## config.mk

```make
export PLATFORM = sky130hd
export DESIGN_NAME = uart_tx_core
export DESIGN_NICKNAME = d
export VERILOG_FILES = /design/src/rtl/uart_pkg.sv /design/src/rtl/uart_baud_gen.sv /design/src/rtl/uart_tx_core.sv
export SDC_FILE = /design/constraint.sdc
export NUM_CORES = 1
export LEC_CHECK = 0
export CAP_MARGIN = 10
export CORE_MARGIN = 2
export CORE_UTILIZATION = 50
export CTS_CLUSTER_SIZE = 40
export DETAILED_ROUTE_END_ITERATION = 10
export PLACE_DENSITY = 0.77
export SKIP_CTS_REPAIR_TIMING = 1
export SLEW_MARGIN = 15
export SYNTH_ARGS = -nofsm -noshare
export SYNTH_HDL_FRONTEND = slang
export SYNTH_SLANG_ARGS = --single-unit
export TNS_END_PERCENT = 1
```

## constraint.sdc

```tcl
create_clock -name clk -period 3 [get_ports clk]
set_input_delay 0.6 -clock clk [delete_from_list [all_inputs] [get_ports clk]]
set_output_delay 0.6 -clock clk [all_outputs]
set_load 0.1 [all_outputs]
```

## src/rtl/uart_pkg.sv

```systemverilog
// rtl/uart_pkg.sv - shared types and constants for the UART transmitter
// Purpose: FSM state encoding, data width and idle line level used by uart_tx_core.
// Ports: none (package).
package uart_pkg;

  localparam int   UART_DATA_W   = 8;
  localparam logic UART_IDLE_LVL = 1'b1;

  typedef enum logic [2:0] {
    IDLE,
    START,
    DATA,
    PARITY,
    STOP
  } uart_state_e;

endpackage

```

## src/rtl/uart_baud_gen.sv

```systemverilog
// rtl/uart_baud_gen.sv - bit-period counter for the UART transmitter
// Purpose: counts 0..BAUD_DIV-1 and flags the last cycle of each bit period.
// Ports:
//   clk   - clock
//   rst   - asynchronous active-high reset
//   clear - hold counter at 0 (asserted while the transmitter is idle)
//   tick  - high on the last cycle of a bit period
module uart_baud_gen #(
  parameter int BAUD_DIV = 234
) (
  input  logic clk,
  input  logic rst,
  input  logic clear,
  output logic tick
);

  logic [15:0] cnt_q, cnt_d;

  always_comb begin
    tick  = (cnt_q == 16'(BAUD_DIV - 1));
    cnt_d = cnt_q + 16'd1;
    if (clear || tick) begin
      cnt_d = '0;
    end
  end

  always_ff @(posedge clk or posedge rst) begin
    if (rst) begin
      cnt_q <= '0;
    end else begin
      cnt_q <= cnt_d;
    end
  end

endmodule

```

## src/rtl/uart_tx_core.sv

```systemverilog
// rtl/uart_tx_core.sv - 8-bit UART transmitter, 8N1/8N2 or 8E1/8E2 framing
// Purpose: serialises one byte per accepted request, LSB first.
// Build option: define UART_TX_PARITY_EN to add an even parity bit after the data.
// Ports:
//   clk       - clock
//   rst       - asynchronous active-high reset
//   enable_tx - start request, accepted only while busy=0
//   tx_data   - byte captured on acceptance
//   uart_tx   - serial output, idles high
//   busy      - frame in progress
//   tx_done   - one-cycle pulse on the last cycle of the frame
module uart_tx_core
  import uart_pkg::*;
#(
  parameter int BAUD_DIV  = 234,
  parameter int STOP_BITS = 1
) (
  input  logic                   clk,
  input  logic                   rst,
  input  logic                   enable_tx,
  input  logic [UART_DATA_W-1:0] tx_data,
  output logic                   uart_tx,
  output logic                   busy,
  output logic                   tx_done
);

  uart_state_e            state_q, state_d;
  logic [UART_DATA_W-1:0] shift_q, shift_d;
  logic [2:0]             bit_idx_q, bit_idx_d;
  logic                   stop_idx_q, stop_idx_d;
  logic                   tx_q, tx_d;
  logic                   tick;
  logic                   last_stop;
`ifdef UART_TX_PARITY_EN
  logic                   parity_q, parity_d;
`endif

  uart_baud_gen #(
    .BAUD_DIV(BAUD_DIV)
  ) u_baud (
    .clk  (clk),
    .rst  (rst),
    .clear(state_q == IDLE),
    .tick (tick)
  );

  // With one stop bit the first stop period is already the last one.
  assign last_stop = (STOP_BITS == 1) || stop_idx_q;

  always_comb begin
    state_d    = state_q;
    shift_d    = shift_q;
    bit_idx_d  = bit_idx_q;
    stop_idx_d = stop_idx_q;
`ifdef UART_TX_PARITY_EN
    parity_d   = parity_q;
`endif
    busy       = (state_q != IDLE);
    tx_done    = 1'b0;
    case (state_q)
      IDLE: begin
        if (enable_tx) begin
          state_d    = START;
          shift_d    = tx_data;
          bit_idx_d  = '0;
          stop_idx_d = 1'b0;
`ifdef UART_TX_PARITY_EN
          parity_d   = ^tx_data;
`endif
        end
      end
      START: begin
        if (tick) state_d = DATA;
      end
      DATA: begin
        if (tick) begin
          shift_d   = shift_q >> 1;
          bit_idx_d = bit_idx_q + 3'd1;
          if (bit_idx_q == 3'd7) begin
`ifdef UART_TX_PARITY_EN
            state_d = PARITY;
`else
            state_d = STOP;
`endif
          end
        end
      end
`ifdef UART_TX_PARITY_EN
      PARITY: begin
        if (tick) state_d = STOP;
      end
`endif
      STOP: begin
        if (tick) begin
          if (last_stop) begin
            tx_done = 1'b1;
            state_d = IDLE;
          end else begin
            stop_idx_d = 1'b1;
          end
        end
      end
      default: state_d = IDLE;
    endcase
  end

  // The line level is registered from the next state so uart_tx is glitch-free
  // and changes on the same edge as the state.
  always_comb begin
    tx_d = UART_IDLE_LVL;
    case (state_d)
      START:   tx_d = 1'b0;
      DATA:    tx_d = shift_d[0];
`ifdef UART_TX_PARITY_EN
      PARITY:  tx_d = parity_d;
`endif
      default: tx_d = UART_IDLE_LVL;
    endcase
  end

  always_ff @(posedge clk or posedge rst) begin
    if (rst) begin
      state_q    <= IDLE;
      shift_q    <= '0;
      bit_idx_q  <= '0;
      stop_idx_q <= 1'b0;
      tx_q       <= UART_IDLE_LVL;
`ifdef UART_TX_PARITY_EN
      parity_q   <= 1'b0;
`endif
    end else begin
      state_q    <= state_d;
      shift_q    <= shift_d;
      bit_idx_q  <= bit_idx_d;
      stop_idx_q <= stop_idx_d;
      tx_q       <= tx_d;
`ifdef UART_TX_PARITY_EN
      parity_q   <= parity_d;
`endif
    end
  end

  assign uart_tx = tx_q;

endmodule
```

==> images/metal_stack.png <==
Scale bar: 20 µm.
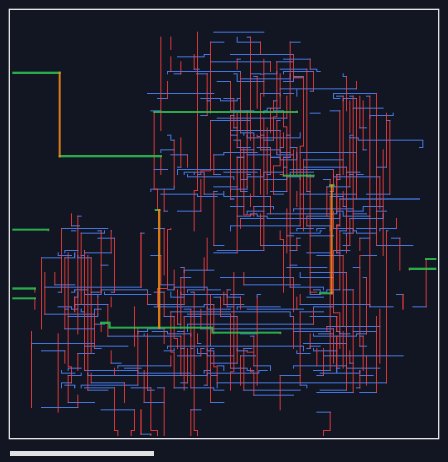
colour	layer	wire length
blue	met1	1220 µm
red	met2	1440 µm
orange	met4	42.8 µm
green	met3	88.2 µm

==> images/drive_strength.png <==
Scale bar: 20 µm.
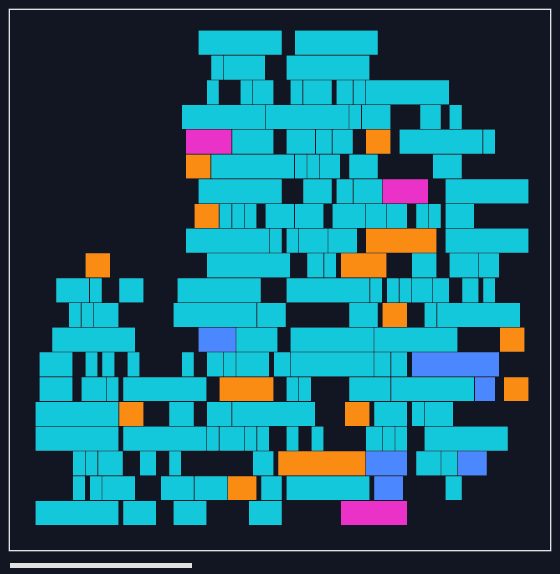
colour	size	cells	share
blue	drive 2	6	3.6%
orange	drive 3 to 4	14	8.5%
cyan	drive 1 or less	142	86%
magenta	drive 6 and up	3	1.8%

==> images/final_clocks.png <==
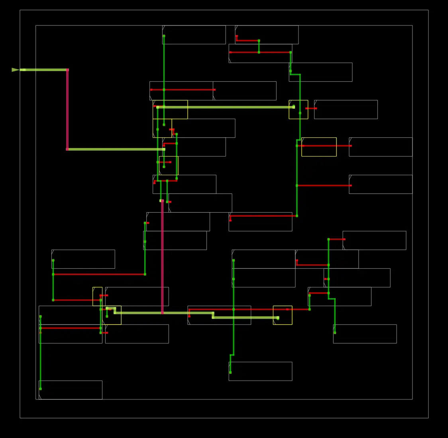
Worst-Skew Late Latency: 0.32 ns
total number of clock tree sinks: 31
power in the clock group: 0.272 mW

==> summary.rpt <==
====================================================================================
Final cycle utilization of the critical path                                  91.82%
Worst-margin pin slew                                                      0.7116 ns
Worst Setup Start Kind                                                      register
Cells in synth_stat.txt                                                          147
Avg Synthesized Cell Area                                                  10.43 µm²
Status                                                                  finished clean
Fraction of final layout cells with drive strength greater than 1             13.94%
Cell type with the largest total area                                   sky130_fd_sc_hd__dfrtp_1
Maximum number of pins on one net before global-route repair                      32
Antenna-violating nets left                                                        0
Total track usage                                                             19.38%
Worst clock skew                                                          0.01165 ns
Share of the yosys chip area belonging to registers                           50.69%
Most used flip-flop cell after synthesis                                sky130_fd_sc_hd__dfrtp_1
Via density per instance                                                       5.576
Share of flip-flops with an asynchronous set or reset after synthesis         100.0%
Pwr Total                                                                  0.7122 mW
Maximum fanout count along the critical path                                       6
Combined area of all synthesized cells                                      1533 µm²
CP required                                                                  2.40 ns
Routed WL per cell                                                          14.08 µm
Max Buffers Root-to-Sink                                                           2
Final number of setup-violating endpoints                                          0
Kind of critical path                                                   register to primary output
Area growth from synthesis to final layout                                    14.45%
Number of unique standard cell types used by synthesis                            38
CTS tree                                                                         yes
Data arrival time of the critical path                                       2.15 ns
# H-tree levels                                                                    2
Most congested layer reported by global routing                                 met2
Timing endpoint of the critical path                                         tx_done
Initial antenna violation count                                                    0
Number of nets in the layout                                                     179
Area of the placeable core                                                  2978 µm²
Number of standard cells after synthesis                                         147
Number of design rule violations left after detail routing                         0
Clock transition at the registers of the reported paths                      0.09 ns
====================================================================================
==> images/port_nets.png <==
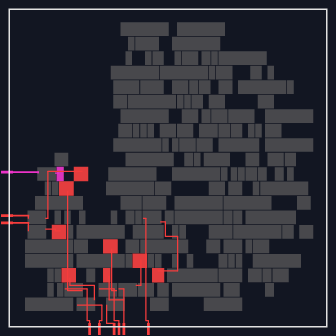
colour	port	bits	direction	edge	end cells	wire
red	`tx_data`	8	input	6 bottom, 2 left	8	158 µm
magenta	`rst`	1	input	left	1	5.60 µm

==> images/registers.png <==
Scale bar: 20 µm. Other sequential cells in the stronger grey, the rest of the logic in the fainter grey.
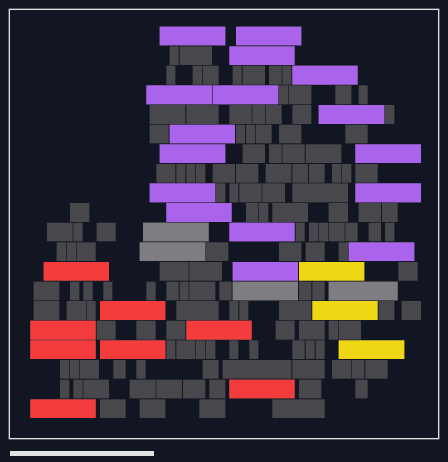
colour	signal	flops
red	`shift_q`	8
yellow	`state_q`	3
purple	`u_baud.cnt_q`	16
not coloured	4
Core Util, Final: 58.91%
Seq power: 0.418 mW
combined flip-flop and latch cell area: 777.0 µm²

## stage by stage
step           instance area, µm²  hold WS, ns  utilization [%]  std cells  setup slack (ns)
2_1_floorplan                1533       0.4468                -        147            0.2500
3_3_place_gp                 1685       0.4575            56.60        190            0.6422
3_5_place_dp                 1685       0.4727            56.60        190            0.6014
4_1_cts                      1754       0.4933            58.91        198            0.2296
5_1_grt                      1754       0.5224            58.91        198            0.1662
6_report                     1754       0.4835            58.91        198            0.2453
## per-layer routing
| layer | up-vias | wire length, µm |
|---|---|---|
| li1 | 542 | - |
| met1 | 541 | 1221 |
| met2 | 15 | 1435 |
| met3 | 6 | 88 |
| met4 | 0 | 42 |
| met5 | - | 0 |
## cell usage in the layout (no fill, tap or decap), types with 3 or more instances in the layout
cell type,count
sky130_fd_sc_hd__clkdlybuf4s50_1,10
sky130_fd_sc_hd__nor2_1,16
sky130_fd_sc_hd__nand4_1,4
sky130_fd_sc_hd__nand2_1,25
sky130_fd_sc_hd__dfrtp_1,30
sky130_fd_sc_hd__and4_1,3
sky130_fd_sc_hd__ha_1,4
sky130_fd_sc_hd__inv_1,5
sky130_fd_sc_hd__o21ai_0,6
sky130_fd_sc_hd__buf_4,4
sky130_fd_sc_hd__clkbuf_4,5
sky130_fd_sc_hd__a21oi_1,3
sky130_fd_sc_hd__a22oi_1,6
sky130_fd_sc_hd__xor2_1,10
sky130_fd_sc_hd__nand3_1,4
## critical path: stages (launching register included)
cell	delay, ns
sky130_fd_sc_hd__dfrtp_1	0.46
sky130_fd_sc_hd__or4b_4	0.57
sky130_fd_sc_hd__nor4_4	0.32
sky130_fd_sc_hd__and4bb_2	0.30
sky130_fd_sc_hd__buf_12	0.18
## registers in the layout, summed over array words and instances (netlist names)
name          flops
state_q           3
bit_idx_q         3
u_baud.cnt_q     16
uart_tx           1
shift_q           8
## cells by family (layout without fill, tap and decap cells)
family / after synthesis / after routing / share of synthesized area (%)
mux: 1 / 1 / 0.7346
fa+ha+maj: 4 / 4 / 3.265
simple gates: 69 / 69 / 24.33
compound gates: 20 / 20 / 10.37
buf+inv: 10 / 28 / 3.755
flops: 31 / 31 / 50.69
xor+xnor: 12 / 12 / 6.857
## area by class of cell
type,instances,area (µm²)
Multi-Input combinational cell,106,698.2
Clock buffer,8,68.82
Fill cell,249,1224
Sequential cell,31,777.0
Tap cell,33,41.29
Inverter,5,18.77
Timing Repair Buffer,15,150.1
## worst min-delay path by stage
stage / from / end / slack [ns] / cells after the start
floorplan: shift_q[2] / shift_q[2] / 0.45 / 2
global placement: shift_q[6] / shift_q[6] / 0.46 / 2
detailed placement: shift_q[3] / shift_q[3] / 0.47 / 2
CTS: u_baud.cnt_q[0] / u_baud.cnt_q[0] / 0.49 / 1
global route: u_baud.cnt_q[0] / u_baud.cnt_q[0] / 0.52 / 1
finish: u_baud.cnt_q[0] / u_baud.cnt_q[0] / 0.48 / 1
## power by group
part	internal, mW	leakage, nW	switching (mW)	total (mW)
Combinational	0.0124	0.359	0.00989	0.0223
Sequential	0.418	0.405	0	0.418
Clock	0.138	0.0386	0.135	0.272
Power is estimated from default activity; no workload was simulated.
